**src/rtl/pll_seq_pkg.sv**
```systemverilog
// ----------------------------------------------------------------------------
// pll_seq_pkg
//
// Shared definitions for the iCEstick PLL reset sequencer (pll_rst_seq):
//   - FSM state encoding (3-bit)
//   - default timing constants for the 12 MHz reference clock
//   - output bundle type and the Moore output decode used by the FSM
//
// No ports (package).
// ----------------------------------------------------------------------------
package pll_seq_pkg;

    // Sequencer states. The numeric values are fixed so that state dumps from
    // hardware can be read back directly.
    typedef enum logic [2:0] {
        IDLE      = 3'd0,
        PLL_RST   = 3'd1,
        WAIT_LOCK = 3'd2,
        STABLE    = 3'd3,
        RUN       = 3'd4,
        FAULT     = 3'd5
    } pll_state_t;

    // Default timing for a 12 MHz reference (83.3 ns per cycle).
    localparam int DEF_RST_CYCLES    = 12;    // 1 us RESETB pulse
    localparam int DEF_LOCK_TIMEOUT  = 1200;  // 100 us to acquire lock
    localparam int DEF_STABLE_CYCLES = 120;   // 10 us of continuous lock
    localparam int DEF_MAX_RETRY     = 3;     // lock timeouts before FAULT
    localparam int DEF_CNT_W         = 16;    // shared timer width

    // Width of the lock-loss event counter port.
    localparam int LOSS_CNT_W = 8;

    // Registered outputs that are a pure function of state.
    typedef struct packed {
        logic pll_resetb;
        logic sys_rst_n;
        logic ready;
        logic fault;
    } pll_out_t;

    // Moore decode. The FSM feeds this with the next state so that the
    // outputs change on the same edge as the state register.
    function automatic pll_out_t decode_outputs(input pll_state_t s);
        pll_out_t o;
        o = '0;
        case (s)
            IDLE, PLL_RST: begin
                o.pll_resetb = 1'b0;
            end
            WAIT_LOCK, STABLE: begin
                o.pll_resetb = 1'b1;
            end
            RUN: begin
                o.pll_resetb = 1'b1;
                o.sys_rst_n  = 1'b1;
                o.ready      = 1'b1;
            end
            FAULT: begin
                o.pll_resetb = 1'b0;
                o.fault      = 1'b1;
            end
            default: begin
                o = '0;
            end
        endcase
        return o;
    endfunction

endpackage

```
**src/rtl/sync_2ff.sv**
```systemverilog
// ----------------------------------------------------------------------------
// sync_2ff
//
// Generic 1-bit two-flop synchroniser with asynchronous active-low reset.
// The output reads 0 while in reset.
//
// Ports:
//   clk    in  1  destination clock
//   rst_n  in  1  asynchronous active-low reset
//   d      in  1  asynchronous input
//   q      out 1  synchronised output (two clk edges of latency)
// ----------------------------------------------------------------------------
module sync_2ff (
    input  logic clk,
    input  logic rst_n,
    input  logic d,
    output logic q
);

    // stage_reg[0] may go metastable; stage_reg[1] gets a full cycle to settle.
    logic [1:0] stage_reg;

    always_ff @(posedge clk or negedge rst_n) begin
        if (!rst_n) begin
            stage_reg <= 2'b00;
        end else begin
            stage_reg <= {stage_reg[0], d};
        end
    end

    assign q = stage_reg[1];

endmodule

```
**src/rtl/pll_rst_seq.sv**
```systemverilog
// ----------------------------------------------------------------------------
// pll_rst_seq
//
// Bring-up and supervision controller for the iCEstick PLL (12 MHz -> 96 MHz).
// Pulses the PLL RESETB input, waits for LOCK, demands that lock be stable for
// STABLE_CYCLES before releasing the system reset, retries on lock timeout,
// restarts the PLL on lock loss and raises fault after MAX_RETRY timeouts.
// Everything runs on the free-running 12 MHz reference clock.
//
// Optional feature macro: PLL_SEQ_LOSS_CNT_EN
//   defined   : lock_loss_cnt counts lock-loss events in RUN (saturates at 255)
//   undefined : no counter, lock_loss_cnt is tied to 0 (same port list)
//
// Parameters:
//   RST_CYCLES     clk cycles RESETB is held low per PLL reset pulse
//   LOCK_TIMEOUT   clk cycles allowed in WAIT_LOCK before a retry
//   STABLE_CYCLES  consecutive locked cycles required before release
//   MAX_RETRY      lock timeouts tolerated before FAULT (>= 1)
//   CNT_W          timer width, 2^CNT_W > max of the three cycle counts
//
// Ports:
//   clk            in  1  12 MHz reference clock (PLL ref_clk net)
//   rst_n          in  1  asynchronous active-low reset
//   enable         in  1  level; 1 = run sequence, 0 = return to IDLE
//   pll_locked     in  1  PLL LOCK, asynchronous to clk
//   pll_resetb     out 1  PLL RESETB; 0 holds the PLL in reset
//   sys_rst_n      out 1  system reset release (clk domain)
//   ready          out 1  1 while in RUN
//   fault          out 1  1 while in FAULT
//   lock_loss_cnt  out 8  lock-loss events seen in RUN
// ----------------------------------------------------------------------------
module pll_rst_seq
    import pll_seq_pkg::*;
#(
    parameter int RST_CYCLES    = DEF_RST_CYCLES,
    parameter int LOCK_TIMEOUT  = DEF_LOCK_TIMEOUT,
    parameter int STABLE_CYCLES = DEF_STABLE_CYCLES,
    parameter int MAX_RETRY     = DEF_MAX_RETRY,
    parameter int CNT_W         = DEF_CNT_W
) (
    input  logic                  clk,
    input  logic                  rst_n,
    input  logic                  enable,
    input  logic                  pll_locked,
    output logic                  pll_resetb,
    output logic                  sys_rst_n,
    output logic                  ready,
    output logic                  fault,
    output logic [LOSS_CNT_W-1:0] lock_loss_cnt
);

    // Retry counter only needs to reach MAX_RETRY.
    localparam int RETRY_W = (MAX_RETRY < 2) ? 1 : $clog2(MAX_RETRY + 1);

    // Terminal timer values: each phase lasts exactly N cycles, so the
    // transition fires while the timer shows N-1.
    localparam logic [CNT_W-1:0]   RST_LAST    = CNT_W'(RST_CYCLES - 1);
    localparam logic [CNT_W-1:0]   LOCK_LAST   = CNT_W'(LOCK_TIMEOUT - 1);
    localparam logic [CNT_W-1:0]   STABLE_LAST = CNT_W'(STABLE_CYCLES - 1);
    localparam logic [RETRY_W-1:0] RETRY_LIMIT = RETRY_W'(MAX_RETRY);

    // ------------------------------------------------------------------
    // Lock synchroniser
    // ------------------------------------------------------------------
    logic lock_s;

    sync_2ff u_lock_sync (
        .clk   (clk),
        .rst_n (rst_n),
        .d     (pll_locked),
        .q     (lock_s)
    );

    // ------------------------------------------------------------------
    // State, timer and retry bookkeeping
    // ------------------------------------------------------------------
    pll_state_t         state_reg;
    pll_state_t         state_next;
    logic [CNT_W-1:0]   timer_reg;
    logic [CNT_W-1:0]   timer_next;
    logic [RETRY_W-1:0] retry_reg;
    logic [RETRY_W-1:0] retry_next;
    logic [RETRY_W-1:0] retry_inc;
    logic [CNT_W-1:0]   timer_inc;
    pll_out_t           out_next;

    assign retry_inc = retry_reg + RETRY_W'(1);
    assign timer_inc = timer_reg + CNT_W'(1);

    always_comb begin
        state_next = state_reg;
        timer_next = timer_inc;
        retry_next = retry_reg;

        if (!enable) begin
            // Dropping enable aborts from anywhere and forgets past timeouts.
            state_next = IDLE;
            timer_next = '0;
            retry_next = '0;
        end else begin
            case (state_reg)
                IDLE: begin
                    state_next = PLL_RST;
                    timer_next = '0;
                end

                PLL_RST: begin
                    if (timer_reg == RST_LAST) begin
                        state_next = WAIT_LOCK;
                        timer_next = '0;
                    end
                end

                WAIT_LOCK: begin
                    // Lock is checked first so a lock arriving on the
                    // timeout cycle is accepted rather than retried.
                    if (lock_s) begin
                        state_next = STABLE;
                        timer_next = '0;
                    end else if (timer_reg == LOCK_LAST) begin
                        timer_next = '0;
                        retry_next = retry_inc;
                        if (retry_inc == RETRY_LIMIT) begin
                            state_next = FAULT;
                        end else begin
                            state_next = PLL_RST;
                        end
                    end
                end

                STABLE: begin
                    // A lock dropout restarts the stability window without
                    // counting as a retry.
                    if (!lock_s) begin
                        state_next = WAIT_LOCK;
                        timer_next = '0;
                    end else if (timer_reg == STABLE_LAST) begin
                        state_next = RUN;
                        timer_next = '0;
                        retry_next = '0;
                    end
                end

                RUN: begin
                    timer_next = '0;
                    if (!lock_s) begin
                        state_next = PLL_RST;
                    end
                end

                FAULT: begin
                    timer_next = '0;
                end

                default: begin
                    state_next = IDLE;
                    timer_next = '0;
                    retry_next = '0;
                end
            endcase
        end
    end

    assign out_next = decode_outputs(state_next);

    // Outputs are registered from the next-state decode so they switch on the
    // same edge as the state itself.
    always_ff @(posedge clk or negedge rst_n) begin
        if (!rst_n) begin
            state_reg  <= IDLE;
            timer_reg  <= '0;
            retry_reg  <= '0;
            pll_resetb <= 1'b0;
            sys_rst_n  <= 1'b0;
            ready      <= 1'b0;
            fault      <= 1'b0;
        end else begin
            state_reg  <= state_next;
            timer_reg  <= timer_next;
            retry_reg  <= retry_next;
            pll_resetb <= out_next.pll_resetb;
            sys_rst_n  <= out_next.sys_rst_n;
            ready      <= out_next.ready;
            fault      <= out_next.fault;
        end
    end

    // ------------------------------------------------------------------
    // Lock-loss event counter
    // ------------------------------------------------------------------
`ifdef PLL_SEQ_LOSS_CNT_EN
    logic                  loss_event;
    logic [LOSS_CNT_W-1:0] loss_cnt_reg;

    // Same condition as the RUN -> PLL_RST transition, so the count updates
    // on the edge where ready falls.
    assign loss_event = enable && (state_reg == RUN) && !lock_s;

    always_ff @(posedge clk or negedge rst_n) begin
        if (!rst_n) begin
            loss_cnt_reg <= '0;
        end else if (loss_event && (loss_cnt_reg != {LOSS_CNT_W{1'b1}})) begin
            loss_cnt_reg <= loss_cnt_reg + LOSS_CNT_W'(1);
        end
    end

    assign lock_loss_cnt = loss_cnt_reg;
`else
    assign lock_loss_cnt = '0;
`endif

endmodule

```
**config.mk**
```make
export PLATFORM = sky130hd
export DESIGN_NAME = pll_rst_seq
export DESIGN_NICKNAME = d
export VERILOG_FILES = /design/src/rtl/pll_seq_pkg.sv /design/src/rtl/sync_2ff.sv /design/src/rtl/pll_rst_seq.sv
export SDC_FILE = /design/constraint.sdc
export NUM_CORES = 1
export LEC_CHECK = 0
export CAP_MARGIN = 0
export CORE_MARGIN = 5
export CORE_UTILIZATION = 38
export CTS_CLUSTER_DIAMETER = 60
export CTS_CLUSTER_SIZE = 12
export DETAILED_ROUTE_END_ITERATION = 10
export PLACE_DENSITY = 0.66
export SYNTH_ARGS = -nofsm -noshare
export SYNTH_HDL_FRONTEND = slang
export SYNTH_HIERARCHICAL = 1
export SYNTH_SLANG_ARGS = --single-unit
```
**constraint.sdc**
```tcl
create_clock -name clk -period 2.51 [get_ports clk]
set_input_delay 0.251 -clock clk [delete_from_list [all_inputs] [get_ports clk]]
set_output_delay 0.251 -clock clk [all_outputs]
set_load 0.02 [all_outputs]
```
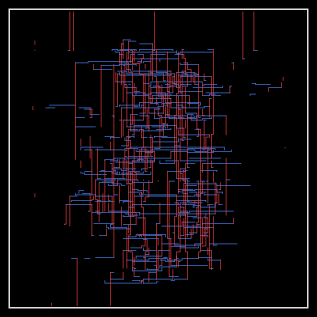
Fig. 1. Metal layers overlaid.
Drawn at 4 px/um. Two of the layers only.
M2: drawn in red, wire length 1360 um. M1: drawn in blue, wire length 1300 um.

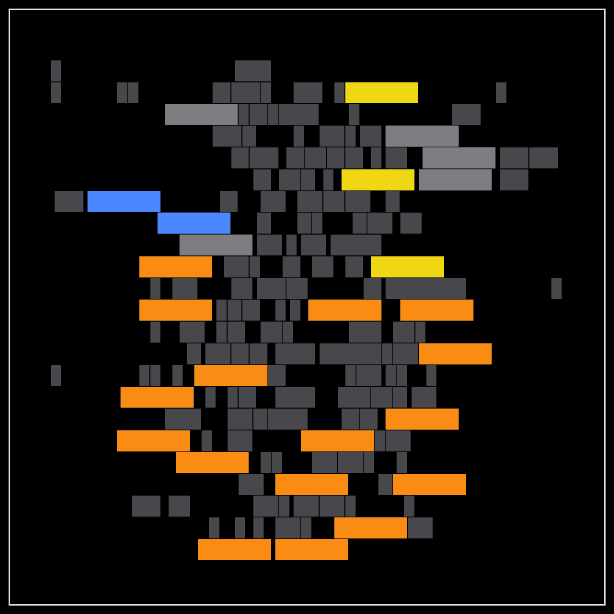
Fig. 2. Sequential cells colored by netlist name.
Drawn at 8 px/um.
u_lock_sync/stage_reg: drawn in blue, sequential cells 2. state_reg: drawn in yellow, sequential cells 3. timer_reg: drawn in orange, sequential cells 16.
Another 5 sequential cells are not colored.
total area of sequential cells: 651 um2
post-layout utilization of the core: 41.8%
Seq power: 0.000428 W
share of the final layout cell area in sequential cells: 39.0%

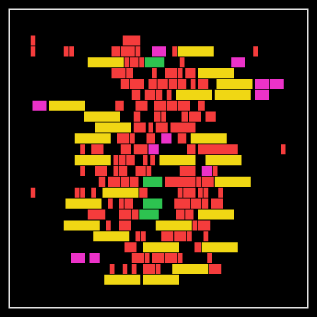
Fig. 3. Placement by cell class.
Drawn at 4 px/um.
clock drivers and dummy loads: drawn in green, cells 4. remaining buffers and delay cells: drawn in magenta, cells 11. registers: drawn in yellow, cells 26. remaining logic cells: drawn in red, cells 125.
final std cell area, no fill: 1670 um2
std cell rows: 23
placeable core region: 4000 um2

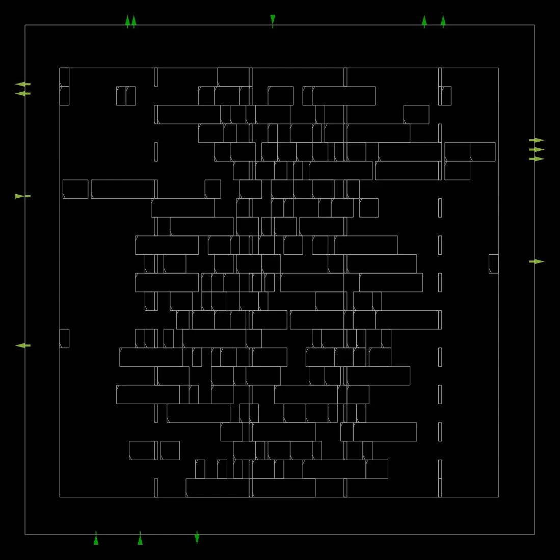
Fig. 4. Placement view.
final-layout fill cell count: 394
tap cell instance count: 50
non-filler cells, final: 216

==> results.txt <==
The implementation run finished. Per the post-synthesis report, the number of cells in the design is 162. Fraction of the mapped netlist area in adder cells landed at 1.59%. Clock buffer count from CTS landed at 3. The routed design shows a via density per instance of 5.19. Setup repair after global routing left no endpoint under its margin.

Internal power consumption landed at 0.000578 W. The stage logs contain a warning count of 26. The final weighted congestion recorded by global placement is 0.883. The clock net in this run drives a total of 26 sinks.

Number of flip-flops under the largest register name landed at 16. The cell-mix breakdown from Yosys lists the simple-gate area share as 30.5%. The worst setup path is launched from a flip-flop.

The post-route netlist has 10.2% of its cells at a drive strength greater than 1. In this run the power density over the cells is 448 nW/um2. Post-cts resize count landed at 0. Looking at the VDD voltage map, the peak drop is 0.000178 V. Met3 layer usage reported by global route landed at 1.62%. In the global route stage, met2 resource usage came out at 20.3%. The die covers 5510 um2. Grouping non-sequential cells by family puts the most area in simple AND/OR/NAND/NOR gates.

The critical path in the final layout is reported with a setup slack of 0.183 ns. Register area share after synthesis landed at 41.5%. Remaining number of nets flagged by the antenna check after routing landed at 0. The capture point of the critical path was reported as state_reg[0]$_DFF_PN0_. Effective utilization at floorplan landed at 39.2%. Dividing the detail-routed wire length by the instance count gives 13.1 um. The tree is rooted in a sky130_fd_sc_hd__clkbuf_8.

Number of buffers inserted by port buffering landed at 7. Checking hold timing, the worst path is listed with class in -> async. According to the timing report, the critical path is launched from timer_reg[12]$_DFF_PN0_.

Per the synthesis report, the number of distinct cell types is 42. Power of the combinational group landed at 0.0000473 W. Total buffers and inverters traversed by the critical path landed at 0. Count of hold buffers inserted by post-cts repair landed at 0. Post-synthesis to final-layout area growth landed at 6.46%.

TritonCTS built the clock tree. Sequential power share landed at 57.1%. The layout report lists the multi-input gate area as 787 um2. Maximum clock frequency landed at 430 MHz.

The main area contributors are sky130_fd_sc_hd__dfrtp_1 (41%), sky130_fd_sc_hd__nor2_1 (6.0%), sky130_fd_sc_hd__buf_4 (4.8%). The run finished with clean final reports. Share of the synthesized area in the top cell type landed at 41.5%. Worst endpoint data arrival time landed at 2.50 ns.

Number of antenna cells inserted landed at 0. Global routing used 11.5% of the available tracks. Post-synthesis register bit count landed at 26.

As reported, the later end of the worst-skew pair has a clock insertion delay of 0.27 ns. Per report_power, the top consumer among the power groups is registers. In the layout the commonest cells are sky130_fd_sc_hd__dfrtp_1 (26), sky130_fd_sc_hd__nor2_1 (25), sky130_fd_sc_hd__nand2_1 (13). Worst stage delay on the critical path landed at 0.56 ns. Met2 wire length landed at 1360 um. Summed over all layers, the global routing overflow is 0. Final hold violation count landed at 0. Number of max-slew violations in the final report landed at 0. Averaged over all synthesized cells, the footprint is 9.69 um2.

Leakage component of the power landed at 0.685 nW. Deepest clock path buffer count landed at 2. The largest individual stage delay along the critical path comes from the cell sky130_fd_sc_hd__or4_4. Portion of total power attributed to the clock network landed at 36.6%. Depth of the critical timing path with buffers and inverters included landed at 5. Counting stages on the worst path, the most repeated cell is sky130_fd_sc_hd__or4_4. The critical path endpoint has a required time of 2.68 ns.

Period utilization landed at 92.7%. Total wire length after detailed routing landed at 2830 um. The first global-routing pass estimated 4930 um of wire. The setup path with the least slack is of type reg -> reg.

Power attributed to the clock group is 0.000274 W. Setup skew after layout landed at 0.00316 ns. The global router reports that the layer with the highest usage is met2.

Proportion of power drawn by combinational gates landed at 6.3%. After detailed routing, the wire length on met1 is 1300 um. Post-synthesis instance area landed at 1570 um2. Signal routing reaches up to met4. Per the post-place timing report, worst setup slack is 0.204 ns.

Including well taps, the total number of placed cells is 212. met1 track demand over resource after global routing is 13.2%. The synthesized design spends more area on one cell type than any other, namely sky130_fd_sc_hd__dfrtp_1.

According to the report, the first pass of detailed routing completed in 4 iterations. Detailed router's first-iteration violation count landed at 82. Total net switching power landed at 0.000171 W. Counting only logic cells after layout, the most numerous master is sky130_fd_sc_hd__dfrtp_1. The worst register-to-register path ends at state_reg[0]$_DFF_PN0_.

At the end of the flow, the number of nets in the layout was 173. Among cell families on the critical path, the largest total delay comes from simple AND/OR/NAND/NOR gates. Xor and xnor fraction of the mapped netlist area landed at 7.81%.

Die span in x landed at 74.3 um. Yosys synthesis chip area landed at 1570 um2. The number of global-route vias before repair came to 1161. In this run the number of H-tree levels came out at 1. Listed in order, past its start point the critical path passes or4_4 > or4_4 > o41ai_4 > nand4_1 > and3_1. In this run the critical register-to-register path is launched from timer_reg[12]$_DFF_PN0_. The detailed router reports a met3 wire length of 114 um. Total via count in the routed design landed at 1122. According to the dpl log, the detail-placed design has an HPWL of 2070 um.

Shortest period the worst path allows landed at 2.33 ns. For the worst flop-to-flop path, the logic depth is 5. Count of unresolved DRC violations after routing landed at 0.

The floorplan report gives the top-level pin count as 16. Peak fanout along the critical path landed at 4. Setup total negative slack on the finished layout was measured at 0 ns. The final timing report counts setup violations totalling 0. Clock-pin slew of the registers on the worst-case setup and hold paths landed at 0.09 ns. Aoi/oai-family share of the synthesized area landed at 7.74%. Buffers added to address setup during post-CTS repair amount to 0. Across the run, the number of max-cap violations was 0. Entering global routing, the biggest net connects 27 pins. Die height landed at 74.3 um.

Total placed instance area landed at 1620 um2. The worst setup path is captured at a flip-flop. During synthesis, Yosys emitted a total of 6 warnings. Mux share of post-synthesis cell area landed at 0.638%.

The switching portion of total power comes to 22.8%. Cell total in the yosys stat output landed at 162. The number of antenna violations at the first check in global routing was 0. STA reports a reg2reg setup slack of 0.18 ns.
==> cells in the mapped netlist, drive strengths merged <==
master,number
or2b,1
a41oi,1
nor4,3
ha,2
or4b,1
nor3,1
nand3,8
a211o,1
and2b,1
o21a,1
nor2,25
and3,7
nand4b,3
nand2,13
or4,2
nor4bb,1
a31o,2
inv,4
nor3b,4
nor2b,1
xor2,7
xnor2,7
nand2b,3
a32o,1
and4,3
clkbuf,3
o22a,1
buf,15
o21ai,1
o211ai,1
dfrtp,26
a31oi,1
nand4,6
and2,1
a21oi,1
o41ai,1
conb,1
mux2i,1
==> area by class of cell <==
type | count | area share (%)
clock buffers | 4 | 3.30
inverters | 4 | 0.899
multi-input cells | 121 | 47.1
flip-flops and latches | 26 | 39.0
well taps | 50 | 3.75
repair buffers | 11 | 5.99
==> stage by stage <==
step	power (W)	hold WS (ns)
2_1_floorplan	0.000478	-0.0446
3_3_place_gp	0.000482	0.333
3_5_place_dp	0.000484	0.338
4_1_cts	0.000758	0.346
5_1_grt	0.000784	0.367
6_report	0.000749	0.335
==> how the worst min path moves through the flow <==
| stage | startpoint | endpoint | slack (ns) | cells past startpoint |
|---|---|---|---|---|
| 6_report | rst_n | retry_reg[0]$_DFFE_PN0P_ | 0.33 | 2 |
| 5_1_grt | rst_n | timer_reg[6]$_DFF_PN0_ | 0.37 | 2 |
| 2_1_floorplan | rst_n | fault$_DFF_PN0_ | -0.04 | 0 |
| 3_5_place_dp | u_lock_sync/stage_reg[0]$_DFF_PN0_ | u_lock_sync/stage_reg[1]$_DFF_PN0_ | 0.34 | 0 |
| 3_3_place_gp | u_lock_sync/stage_reg[0]$_DFF_PN0_ | u_lock_sync/stage_reg[1]$_DFF_PN0_ | 0.33 | 0 |
| 4_1_cts | rst_n | timer_reg[2]$_DFF_PN0_ | 0.35 | 2 |
Power figures rest on the tool's default switching activity, not on a simulated workload.
